## config.mk

```make
export PLATFORM = sky130hd
export DESIGN_NAME = axi_io_pmp_rd_gate
export DESIGN_NICKNAME = d
export VERILOG_FILES = /design/src/rtl/axi_io_pmp_rd_gate.sv
export SDC_FILE = /design/constraint.sdc
export NUM_CORES = 1
export LEC_CHECK = 0
export ABC_AREA = 1
export CORE_ASPECT_RATIO = 1.25
export CORE_MARGIN = 10
export CORE_UTILIZATION = 36
export DETAILED_ROUTE_END_ITERATION = 10
export PLACE_DENSITY_LB_ADDON = 0.2
export SLEW_MARGIN = 5
export SYNTH_ARGS = -nofsm -noshare
export SYNTH_HDL_FRONTEND = slang
export SYNTH_SLANG_ARGS = --single-unit
```

## constraint.sdc

```tcl
create_clock -name clk -period 1.36 [get_ports clk]
set_input_delay 0.34 -clock clk [delete_from_list [all_inputs] [get_ports clk]]
set_output_delay 0.34 -clock clk [all_outputs]
set_load 0.03 [all_outputs]
```

## src/rtl/axi_io_pmp_rd_gate.sv

```systemverilog
// AXI IO-PMP read-channel gate: holds one read at a time, asks the PMP
// checker about its address and either forwards it downstream or answers
// locally with a full-length DECERR burst.
module axi_io_pmp_rd_gate #(
  parameter int DATA_WIDTH   = 32,
  parameter int ADDR_WIDTH   = 32,
  parameter int ID_WIDTH     = 8,
  parameter int ARUSER_WIDTH = 1,
  parameter int RUSER_WIDTH  = 1,
  parameter int CNT_WIDTH    = 16
) (
  input  logic                    clk,
  input  logic                    rst,
  // slave AR
  input  logic [ID_WIDTH-1:0]     s_axi_arid,
  input  logic [ADDR_WIDTH-1:0]   s_axi_araddr,
  input  logic [7:0]              s_axi_arlen,
  input  logic [2:0]              s_axi_arsize,
  input  logic [1:0]              s_axi_arburst,
  input  logic                    s_axi_arlock,
  input  logic [3:0]              s_axi_arcache,
  input  logic [2:0]              s_axi_arprot,
  input  logic [3:0]              s_axi_arqos,
  input  logic [3:0]              s_axi_arregion,
  input  logic [ARUSER_WIDTH-1:0] s_axi_aruser,
  input  logic                    s_axi_arvalid,
  output logic                    s_axi_arready,
  // slave R
  output logic [ID_WIDTH-1:0]     s_axi_rid,
  output logic [DATA_WIDTH-1:0]   s_axi_rdata,
  output logic [1:0]              s_axi_rresp,
  output logic                    s_axi_rlast,
  output logic [RUSER_WIDTH-1:0]  s_axi_ruser,
  output logic                    s_axi_rvalid,
  input  logic                    s_axi_rready,
  // master AR
  output logic [ID_WIDTH-1:0]     m_axi_arid,
  output logic [ADDR_WIDTH-1:0]   m_axi_araddr,
  output logic [7:0]              m_axi_arlen,
  output logic [2:0]              m_axi_arsize,
  output logic [1:0]              m_axi_arburst,
  output logic                    m_axi_arlock,
  output logic [3:0]              m_axi_arcache,
  output logic [2:0]              m_axi_arprot,
  output logic [3:0]              m_axi_arqos,
  output logic [3:0]              m_axi_arregion,
  output logic [ARUSER_WIDTH-1:0] m_axi_aruser,
  output logic                    m_axi_arvalid,
  input  logic                    m_axi_arready,
  // master R
  input  logic [ID_WIDTH-1:0]     m_axi_rid,
  input  logic [DATA_WIDTH-1:0]   m_axi_rdata,
  input  logic [1:0]              m_axi_rresp,
  input  logic                    m_axi_rlast,
  input  logic [RUSER_WIDTH-1:0]  m_axi_ruser,
  input  logic                    m_axi_rvalid,
  output logic                    m_axi_rready,
  // PMP checker and status
  output logic [ADDR_WIDTH-1:0]   pmp_addr_o,
  input  logic                    pmp_allow_i,
  input  logic                    bypass_i,
  output logic [CNT_WIDTH-1:0]    denied_cnt_o,
  output logic [ADDR_WIDTH-1:0]   last_denied_addr_o
);

  typedef enum logic [2:0] {
    ST_IDLE,
    ST_CHECK,
    ST_FWD_AR,
    ST_FWD_R,
    ST_ERR_R
  } state_t;

  state_t                  r_state;
  logic [ID_WIDTH-1:0]     r_arid;
  logic [ADDR_WIDTH-1:0]   r_araddr;
  logic [7:0]              r_arlen;
  logic [2:0]              r_arsize;
  logic [1:0]              r_arburst;
  logic                    r_arlock;
  logic [3:0]              r_arcache;
  logic [2:0]              r_arprot;
  logic [3:0]              r_arqos;
  logic [3:0]              r_arregion;
  logic [ARUSER_WIDTH-1:0] r_aruser;
  logic [7:0]              r_beat_cnt;
  logic [CNT_WIDTH-1:0]    r_denied_cnt;
  logic [ADDR_WIDTH-1:0]   r_last_denied_addr;

  // Sequencer: latch a request, take the checker verdict once, then either forward or answer with DECERR beats.
  always_ff @(posedge clk) begin
    if (rst) begin
      r_state            <= ST_IDLE;
      r_arid             <= '0;
      r_araddr           <= '0;
      r_arlen            <= '0;
      r_arsize           <= '0;
      r_arburst          <= '0;
      r_arlock           <= 1'b0;
      r_arcache          <= '0;
      r_arprot           <= '0;
      r_arqos            <= '0;
      r_arregion         <= '0;
      r_aruser           <= '0;
      r_beat_cnt         <= '0;
      r_denied_cnt       <= '0;
      r_last_denied_addr <= '0;
    end else begin
      case (r_state)
        ST_IDLE: begin
          if (s_axi_arvalid) begin
            r_arid     <= s_axi_arid;
            r_araddr   <= s_axi_araddr;
            r_arlen    <= s_axi_arlen;
            r_arsize   <= s_axi_arsize;
            r_arburst  <= s_axi_arburst;
            r_arlock   <= s_axi_arlock;
            r_arcache  <= s_axi_arcache;
            r_arprot   <= s_axi_arprot;
            r_arqos    <= s_axi_arqos;
            r_arregion <= s_axi_arregion;
            r_aruser   <= s_axi_aruser;
            r_state    <= ST_CHECK;
          end
        end
        ST_CHECK: begin
          if (pmp_allow_i || bypass_i) begin
            r_state <= ST_FWD_AR;
          end else begin
            r_state            <= ST_ERR_R;
            r_beat_cnt         <= r_arlen;
            r_last_denied_addr <= r_araddr;
            if (r_denied_cnt != {CNT_WIDTH{1'b1}}) begin
              r_denied_cnt <= r_denied_cnt + CNT_WIDTH'(1);
            end
          end
        end
        ST_FWD_AR: begin
          if (m_axi_arready) begin
            r_state <= ST_FWD_R;
          end
        end
        ST_FWD_R: begin
          if (m_axi_rvalid && s_axi_rready && m_axi_rlast) begin
            r_state <= ST_IDLE;
          end
        end
        ST_ERR_R: begin
          if (s_axi_rready) begin
            if (r_beat_cnt == 8'd0) begin
              r_state <= ST_IDLE;
            end else begin
              r_beat_cnt <= r_beat_cnt - 8'd1;
            end
          end
        end
        default: r_state <= ST_IDLE;
      endcase
    end
  end

  // Handshake and R-channel steering decoded from the state; all valids/readies are forced low while reset is held.
  always_comb begin
    s_axi_arready = 1'b0;
    m_axi_arvalid = 1'b0;
    m_axi_rready  = 1'b0;
    s_axi_rvalid  = 1'b0;
    s_axi_rid     = r_arid;
    s_axi_rdata   = '0;
    s_axi_rresp   = 2'b00;
    s_axi_rlast   = 1'b0;
    s_axi_ruser   = '0;
    if (!rst) begin
      case (r_state)
        ST_IDLE:   s_axi_arready = 1'b1;
        ST_FWD_AR: m_axi_arvalid = 1'b1;
        ST_FWD_R: begin
          s_axi_rvalid = m_axi_rvalid;
          s_axi_rid    = m_axi_rid;
          s_axi_rdata  = m_axi_rdata;
          s_axi_rresp  = m_axi_rresp;
          s_axi_rlast  = m_axi_rlast;
          s_axi_ruser  = m_axi_ruser;
          m_axi_rready = s_axi_rready;
        end
        ST_ERR_R: begin
          s_axi_rvalid = 1'b1;
          s_axi_rresp  = 2'b11;
          s_axi_rlast  = (r_beat_cnt == 8'd0);
        end
        default: ;
      endcase
    end
  end

  assign m_axi_arid         = r_arid;
  assign m_axi_araddr       = r_araddr;
  assign m_axi_arlen        = r_arlen;
  assign m_axi_arsize       = r_arsize;
  assign m_axi_arburst      = r_arburst;
  assign m_axi_arlock       = r_arlock;
  assign m_axi_arcache      = r_arcache;
  assign m_axi_arprot       = r_arprot;
  assign m_axi_arqos        = r_arqos;
  assign m_axi_arregion     = r_arregion;
  assign m_axi_aruser       = r_aruser;
  assign pmp_addr_o         = r_araddr;
  assign denied_cnt_o       = r_denied_cnt;
  assign last_denied_addr_o = r_last_denied_addr;

endmodule
```

==> flow_summary.json, run 1 <==
{
  "status": "finished, violations left",
  "violations": "setup timing",
  "hold_violations": 0,
  "placed_area_um2": 9813,
  "clk_pin_slew_worst_paths_ns": 0.07,
  "antenna_found_initial": 2,
  "seq_cells": 129,
  "tool_warnings": 32,
  "fill_cells": 868,
  "nMultiInputCombCells": 502,
  "tap_cells": 216,
  "worst-endpoint-arrival_ns": 1.66,
  "mostFrequentLayoutCell": "buf_4",
  "io_buffers": 319,
  "comb-power_uw": 15900,
  "grt-ovfl-total": 0,
  "ys_sh_adder": 0.006263,
  "whs_path_depth": 2,
  "largestClassByArea": "buffers",
  "via_count": 7658,
  "grt_pass1_vias": 7730,
  "pwr-share-clk": 0.181,
  "synthesis.nets": 978,
  "synthMuxAreaShare": 0,
  "ys_sh_aoi": 0.2029,
  "syn_to_final_growth_pct": 124.9,
  "grt_max_degree": 120,
  "maxCapViolCount": 0,
  "setup_slack_ns": -0.6351,
  "dp.cells": 1390,
  "worstHoldPathType": "reg2reg",
  "grt_use_met3": 0.07885,
  "leakage_uw": 0.005653,
  "synthArstFlopShare": 0,
  "n_all_buffers": 485,
  "core-area_um2": 16270,
  "path_buffers": 5,
  "fin_crit_sh": 1.467,
  "cp_max_fo": 8,
  "setup_viol": 182,
  "power_switching_share": 0.4376,
  "intPower_uw": 14750,
  "max_slew_margin": 0.4046,
  "reg2reg_slack_ns": -0.49,
  "clock_skew_ns": 0.009827,
  "cpPeakStageDelay_ns": 0.33,
  "num-nets-final": 1407,
  "diodes": 2,
  "synth_area_per_cell_um2": 7.026,
  "top_area_frac": 0.4309,
  "wl_met3_um": 2417,
  "min_to": "m_axi_arcache[3]$_SDFFE_PP0P_",
  "clkCellAreaFrac": 0.04419,
  "syn_area_um2": 5993,
  "final_area_um2": 13480,
  "edf_count": 0,
  "gp_congestion": 0.9067,
  "routedWlPerCell_um": 21.10,
  "vias_per_cell": 5.061,
  "post-cts-setup-buffers": 47,
  "place_hpwl_um": 18840,
  "wl_met1_um": 11260,
  "pwr-share-comb": 0.608,
  "synthSimpleGateAreaFrac": 0.1852,
  "whs_ns": 0.4625,
  "r2r-start": "r_state[1]$_SDFFE_PP0P_",
  "rr_worst_depth": 14,
  "ys_chip_area_um2": 5993,
  "worst_pin_slew_ns": 0.8932,
  "yosys_warnings": 0,
  "grt_use_met1": 0.2605,
  "die_width_um": 135.4,
  "drc": 0,
  "critPathLaunch": "r_state[2]$_SDFFE_PP0P_",
  "nonClkBufAreaFrac": 0.3906,
  "ir_drop_mv": 1.185,
  "period_minus_slack_ns": 1.995,
  "grt.busiest_layer": "met2",
  "logic_family": "AND-OR/OR-AND gates",
  "crit_path_top_delay_cell": "dfxtp_2",
  "numCtsBuffers": 17,
  "crit_chain": "inv_2 -> nand4_1 -> buf_6 -> buf_12 -> buf_16 -> nor2_4 -> buf_12"
}
run_1/layer_met2.png
(2 px per µm)
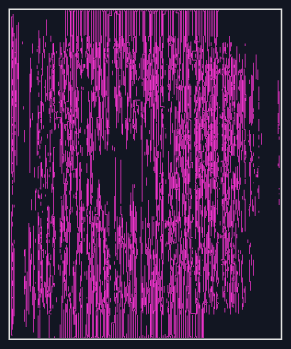
wire length on this layer	17200 µm
nets with wire on the layer	1265
main direction	vertical

run_1/flops_by_reg.png
(2 px per µm) Other sequential cells in the stronger gray, the rest of the logic in the fainter gray.
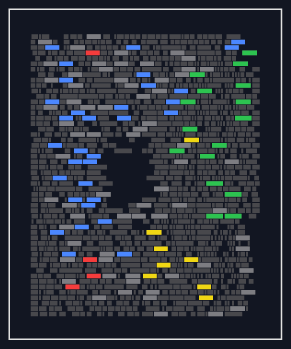
color	signal	flops
green	`denied_cnt_o`	16
blue	`last_denied_addr_o`	32
red	`m_axi_arqos`	4
yellow	`m_axi_arlen`	8
not colored	69

run_1/power_grid.png
(2 px per µm) Pins as bars on the die edge.
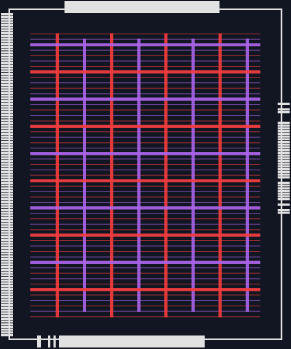
color	net
red	VSS
purple	VDD
rows	52
signal pins	320
met4 straps	8
met1 rails	53
met5 straps	10

run_1/cell_density.png
(2 px per µm) 14 x 16 tiles, from black (low) to pale yellow (high), 0 to 100% covered.
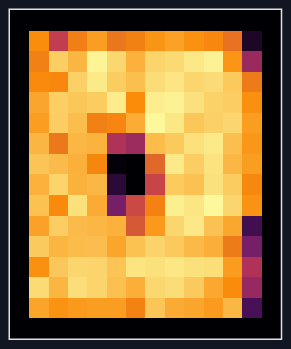

--- run 2 (diff from run 1) ---
--- a/config.mk
+++ b/config.mk
@@ -6,6 +6,7 @@
 export NUM_CORES = 1
 export LEC_CHECK = 0
 export ABC_AREA = 1
+export ABC_CLOCK_PERIOD_IN_PS = 1360
 export CORE_ASPECT_RATIO = 1.25
 export CORE_MARGIN = 10
 export CORE_UTILIZATION = 36
==> constraint.sdc (replaced) <==
create_clock -name clk -period 1.36 [get_ports clk]
set_input_delay 0.272 -clock clk [delete_from_list [all_inputs] [get_ports clk]]
set_output_delay 0.272 -clock clk [all_outputs]
set_load 0.03 [all_outputs]
run_2/cell_density.png
(2 px per µm) 14 x 16 tiles, from black (low) to pale yellow (high), 0 to 100% covered.
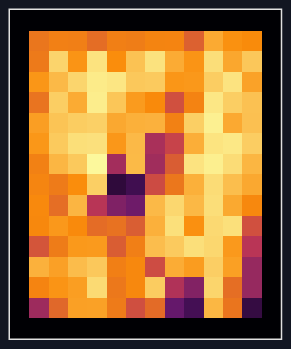
nearly empty tiles	25%
emptiest ninth of the die	bottom right
mean over tiles	57%

run_2/power_grid.png
(2 px per µm) Pins as bars on the die edge.
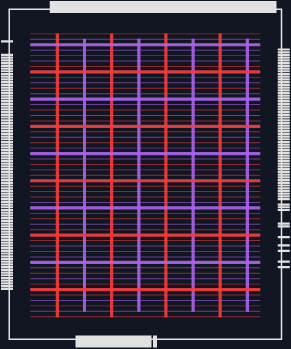
color	net
red	VSS
purple	VDD
signal pins	320
met4 straps	8
met1 rails	53
rows	52
met5 straps	10

run_2/clocks.png
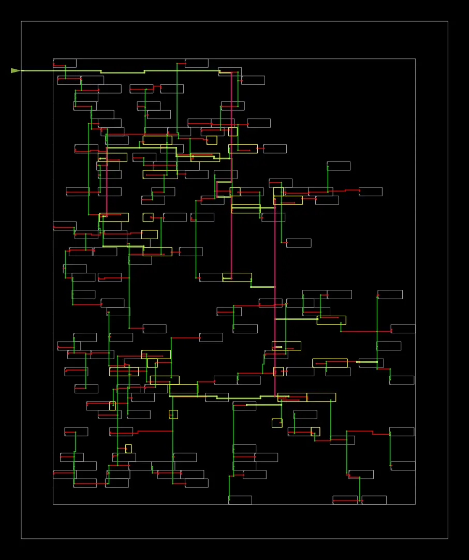
# clk buffers: 18
Num Clock Sinks: 129
Flops: 129
clk_lat worst skew: 0.42 ns
CTS Buf Count: 17

==> run 2 against run 1 <==
  * The run still ends with setup timing left
  * First-iteration DRC count decreased by 38%
  * Register-to-register slack improved by 0.17 ns
  * Non-clock buffer count decreased by 40
  * Power decreased by 4.2%
  * Utilization decreased by 3.8 points
  * Synthesized cell count unchanged
  * Sequential power about the same
  * Critical path type unchanged
  * Largest cell class unchanged
==> flow_summary.json, run 2 <==
{
  "status": "finished, violations left",
  "violations": "setup timing",
  "lay_top_cells": "inv_1 (135), clkdlybuf4s50_1 (120), dfxtp_1 (108), buf_4 (90), o21ai_2 (72)",
  "critPathLaunch": "r_state[2]$_SDFFE_PP0P_",
  "ys_sh_aoi": 0.2029,
  "largestClassByArea": "buffers",
  "grt-ovfl-total": 0,
  "hold_violations": 0,
  "regArea_um2": 2616,
  "synthArstFlopShare": 0,
  "synth_area_per_cell_um2": 7.026,
  "rr_worst_depth": 10,
  "fp.dieH_um": 164.3,
  "synthMuxAreaShare": 0,
  "synthSimpleGateAreaFrac": 0.1852,
  "r2r-start": "r_state[1]$_SDFFE_PP0P_",
  "grt_setup_unrepaired": "yes",
  "p_seq_frac": 0.220,
  "layout-drive-gt1-share": 0.5211,
  "grt_pass1_vias": 7142,
  "use_met2": 0.4097,
  "gr-usage-all-layers": 0.2287,
  "yosys_warnings": 0,
  "crit_top_cell": "buf_6",
  "endpoint": "s_axi_rdata[26]",
  "syn_to_final_growth_pct": 114.7,
  "routed.top_layer": "met4",
  "dp.cells": 1388,
  "postSynthCellCount": 853,
  "period_minus_slack_ns": 1.966,
  "power_switching_share": 0.4332,
  "path_class": "reg2out",
  "start_kind": "flip-flop",
  "cts_tree": "built",
  "ys_chip_area_um2": 5993,
  "drtIter0Drc": 295,
  "tool_warnings": 30,
  "min_to": "denied_cnt_o[5]$_SDFFE_PP0P_",
  "whs_path_depth": 3,
  "crit_chain": "inv_2 -> nand4_1 -> buf_6 -> buf_12 -> buf_6 -> nor2_1 -> buf_4",
  "pwr-share-clk": 0.185,
  "io_buffers": 319,
  "path_buffers": 5,
  "post-cts-setup-buffers": 17,
  "edf_count": 0,
  "fill_cells": 1043,
  "place_hpwl_um": 17830,
  "logic_area_um2": 3831,
  "slew_viol_final": 0,
  "via_count": 7300,
  "tap_cells": 216,
  "inv_count": 147,
  "clk_pin_slew_worst_paths_ns": 0.06,
  "fin_crit_sh": 1.446,
  "top_area_frac": 0.4309,
  "crit_path_top_delay_cell": "dfxtp_2",
  "worst_pin_slew_ns": 0.5118,
  "tns_ns": -47.88,
  "dr_wl_met2_um": 15850,
  "logic_family": "AND-OR/OR-AND gates",
  "power_leader": "combinational logic",
  "drtAntennaViolNets": 0,
  "mostFrequentLayoutCell": "inv_1",
  "comb-power_uw": 14900,
  "worstHoldPathType": "in2reg",
  "setup_viol": 177,
  "nonClkBufAreaFrac": 0.3874,
  "ys_cells": 853,
  "wl_met3_um": 2185,
  "drc": 0,
  "ctsLongestPathBuffers": 2,
  "r2r_end": "m_axi_arid[3]$_SDFFE_PP0P_",
  "yosys_register_bits": 129,
  "grt.busiest_layer": "met2",
  "floorplan.rows": 52,
  "grt_use_met1": 0.2399,
  "xor_area_frac": 0.004384,
  "num-nets-final": 1365,
  "diodes": 0,
  "grt_max_degree": 69,
  "synthesis.nets": 978,
  "final_cells": 1469,
  "intPower_uw": 14240,
  "maxCapViolCount": 0,
  "clock.fmax_mhz": 508.6,
  "yosys.cell_count.top_type": "inv_1",
  "power_uw": 25130,
  "nMultiInputCombCells": 500,
  "reg2reg_slack_ns": -0.32,
  "worst-endpoint-arrival_ns": 1.69,
  "cpPeakStageDelay_ns": 0.33,
  "clkCellAreaFrac": 0.04609,
  "hold_buffers": 0,
  "vias_per_cell": 4.969,
  "dieArea_um2": 22240,
  "setup_slack_ns": -0.6062,
  "utilization": 0.7911,
  "worst-path-stages": 7,
  "critPathCaptureType": "output pin",
  "seq_share": 0.2033,
  "max_slew_margin": 0.6588,
  "leakage_uw": 0.005455,
  "p_sw_uw": 10880,
  "wl_met1_um": 10640,
  "placed_area_um2": 10170,
  "ys_sh_adder": 0.006263,
  "clock_skew_ns": 0.01241,
  "common_cells": "inv_1 (140), dfxtp_1 (129), o21ai_0 (118)",
  "whs_ns": 0.3686,
  "grt_use_met3": 0.08221,
  "core-area_um2": 16270,
  "n_all_buffers": 445,
  "cts_root_buf": "clkbuf_16",
  "synthTopCellsByArea": "dfxtp_1 (43%), o21ai_0 (9.9%), a21oi_1 (9.8%)",
  "routedWlPerCell_um": 20.17,
  "gp_congestion": 0.9026,
  "hp-start": "rst",
  "cp_max_fo": 10,
  "cts_resized": 495,
  "pwr-share-comb": 0.594,
  "antenna_found_initial": 0,
  "pre_cts_ws_ns": -0.5458,
  "cp_top_family": "buffers and inverters",
  "ir_drop_mv": 1.430,
  "die_width_um": 135.4,
  "syn_area_um2": 5993,
  "first_pass_iters": 4,
  "final_area_um2": 12870,
  "worst_ep_required_time_ns": 1.09,
  "grt_pass1_wl_um": 40010,
  "routed_wl_um": 29630
}
run_2/flops_by_reg.png
(2 px per µm) Other sequential cells in the stronger gray, the rest of the logic in the fainter gray.
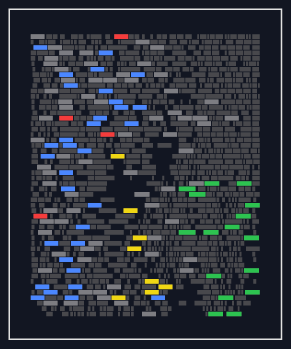

--- run 3 (diff from run 2) ---
--- a/config.mk
+++ b/config.mk
@@ -12,7 +12,7 @@
 export CORE_UTILIZATION = 36
 export DETAILED_ROUTE_END_ITERATION = 10
 export PLACE_DENSITY_LB_ADDON = 0.2
-export SLEW_MARGIN = 5
+export REMOVE_ABC_BUFFERS = 1
 export SYNTH_ARGS = -nofsm -noshare
 export SYNTH_HDL_FRONTEND = slang
 export SYNTH_SLANG_ARGS = --single-unit
run_3/flops_by_reg.png
(2 px per µm) Other sequential cells in the stronger gray, the rest of the logic in the fainter gray.
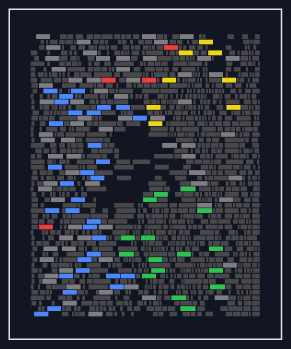
color	signal	flops
red	`m_axi_arqos`	4
blue	`last_denied_addr_o`	32
yellow	`m_axi_arlen`	8
green	`denied_cnt_o`	16

run_3/cell_density.png
(2 px per µm) 14 x 16 tiles, from black (low) to pale yellow (high), 0 to 100% covered.
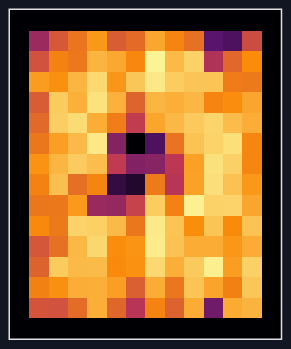
fullest tile	98%
nearly empty tiles	25%
tiles over 75% full	44%
mean over tiles	56%

run_3/power_grid.png
(2 px per µm) Pins as bars on the die edge.
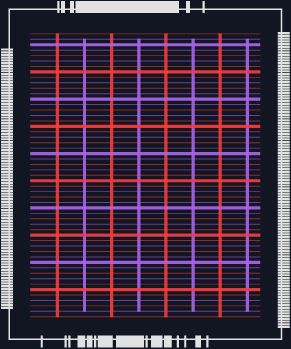
color	net
red	VSS
purple	VDD
rows	52
met4 straps	8
met1 rails	53
met5 straps	10
signal pins	320

==> run 3 against run 2 <==
  * The flow still finishes with violations (setup timing)
  * Combinational power is essentially flat
  * Sequential cell count is the same
  * Sequential share of layout area grew 0.29 points
  * Worst hold slack gained 0.072 ns
  * First-iteration DRC count grew 61%
  * Clock power shrank 6.5%
  * Count of clock-buffer cells in the layout grew 2
  * Die area is the same
  * Global-route usage is essentially flat
  * Area after synthesis is the same
  * Clock skew shrank 0.0050 ns
  * Critical path type unchanged
  * Critical endpoint is now s_axi_rid[0]
  * Largest power group unchanged
  * Highest routed layer unchanged
==> flow_summary.json, run 3 <==
{
  "largestClassByArea": "buffers",
  "rr_worst_depth": 9,
  "edf_count": 0,
  "grt_use_met1": 0.2445,
  "grt_max_degree": 56,
  "final_cells": 1490,
  "max_slew_margin": 0.7451,
  "cts_sinks": 129,
  "die_width_um": 135.4,
  "endpoint": "s_axi_rid[0]",
  "cts_root_buf": "clkbuf_16",
  "critPathCaptureType": "output pin",
  "grt.busiest_layer": "met2",
  "vias_per_cell": 4.989,
  "comb-power_uw": 15100,
  "power_switching_share": 0.4288,
  "antenna_found_initial": 1,
  "intPower_uw": 14300,
  "gr-usage-all-layers": 0.2286,
  "setup_slack_ns": -0.5554,
  "cts_resized": 549,
  "clkCellAreaFrac": 0.04407,
  "nMultiInputCombCells": 501,
  "dr_wl_met2_um": 14870,
  "maxCapViolCount": 0,
  "syn_area_um2": 5993,
  "worst_pin_slew_ns": 0.3823,
  "diodes": 1,
  "pre_cts_ws_ns": -0.5538,
  "drtIter0Drc": 475,
  "clkLatencyLatePin_ns": 0.43,
  "regArea_um2": 2605,
  "layout-drive-gt1-share": 0.4910,
  "dieArea_um2": 22240,
  "ys_sh_adder": 0.006263,
  "tns_ns": -48.62,
  "io_buffers": 319,
  "min_to": "m_axi_arlock$_SDFFE_PP0P_",
  "r2r-start": "r_state[2]$_SDFFE_PP0P_",
  "use_met2": 0.4044,
  "path_class": "reg2out",
  "lay_top_cells": "inv_1 (133), buf_4 (120), clkdlybuf4s50_1 (119), dfxtp_1 (115)",
  "status": "finished, violations left",
  "ys_chip_area_um2": 5993,
  "tool_warnings": 28,
  "dp.cells": 1387,
  "grt-ovfl-total": 0,
  "drc": 0,
  "top_area_frac": 0.4309,
  "yosys_warnings": 0,
  "hold_violations": 0,
  "synthMuxAreaShare": 0,
  "ys_cells": 853,
  "period_minus_slack_ns": 1.915,
  "first_pass_iters": 4,
  "ir_drop_mv": 1.306,
  "fin_crit_sh": 1.408,
  "path_buffers": 3,
  "utilization": 0.7767,
  "numCtsBuffers": 17,
  "n_all_buffers": 464,
  "reg2reg_slack_ns": -0.31,
  "routedWlPerCell_um": 19.55,
  "xor_area_frac": 0.004384,
  "ys_sh_aoi": 0.2029,
  "worst-path-stages": 6,
  "cp_top_family": "buffers and inverters",
  "worst_ep_required_time_ns": 1.09,
  "routed.top_layer": "met4",
  "gp_congestion": 0.9495,
  "via_count": 7434,
  "floorplan.rows": 52,
  "start_kind": "flip-flop",
  "hp-start": "m_axi_arlock$_SDFFE_PP0P_",
  "grt_pass1_wl_um": 39740,
  "setup_viol": 178,
  "synthTopCellsByArea": "dfxtp_1 (43%), o21ai_0 (9.9%), a21oi_1 (9.8%)",
  "postSynthCellCount": 853,
  "syn_to_final_growth_pct": 110.8,
  "drtAntennaViolNets": 0,
  "clock.fmax_mhz": 522.1,
  "common_cells": "inv_1 (140), dfxtp_1 (129), o21ai_0 (118)",
  "cp_max_fo": 11,
  "pwr-share-clk": 0.174,
  "tap_cells": 216,
  "seq_share": 0.2062,
  "grt_setup_unrepaired": "yes",
  "yosys.cell_count.top_type": "inv_1",
  "nonClkBufAreaFrac": 0.4075,
  "wl_met1_um": 11180,
  "ctsLongestPathBuffers": 2,
  "logic_family": "AND-OR/OR-AND gates",
  "clkbuf_count": 20,
  "violations": "setup timing",
  "crit_path_top_delay_cell": "dfxtp_4",
  "pwr-share-comb": 0.604,
  "power_uw": 25040,
  "worstHoldPathType": "reg2reg",
  "grt_pass1_vias": 7418,
  "fill_cells": 1068,
  "p_seq_frac": 0.222,
  "inv_count": 147,
  "worst-endpoint-arrival_ns": 1.64,
  "p_sw_uw": 10740,
  "yosys_register_bits": 129,
  "mostFrequentLayoutCell": "inv_1",
  "cpPeakStageDelay_ns": 0.35,
  "whs_path_depth": 2,
  "post-cts-setup-buffers": 37,
  "routed_wl_um": 29130,
  "synth_area_per_cell_um2": 7.026,
  "r2r_end": "m_axi_arsize[1]$_SDFFE_PP0P_",
  "leakage_uw": 0.005468
}
No activity file was given, so power comes from the tool's default toggle rates.
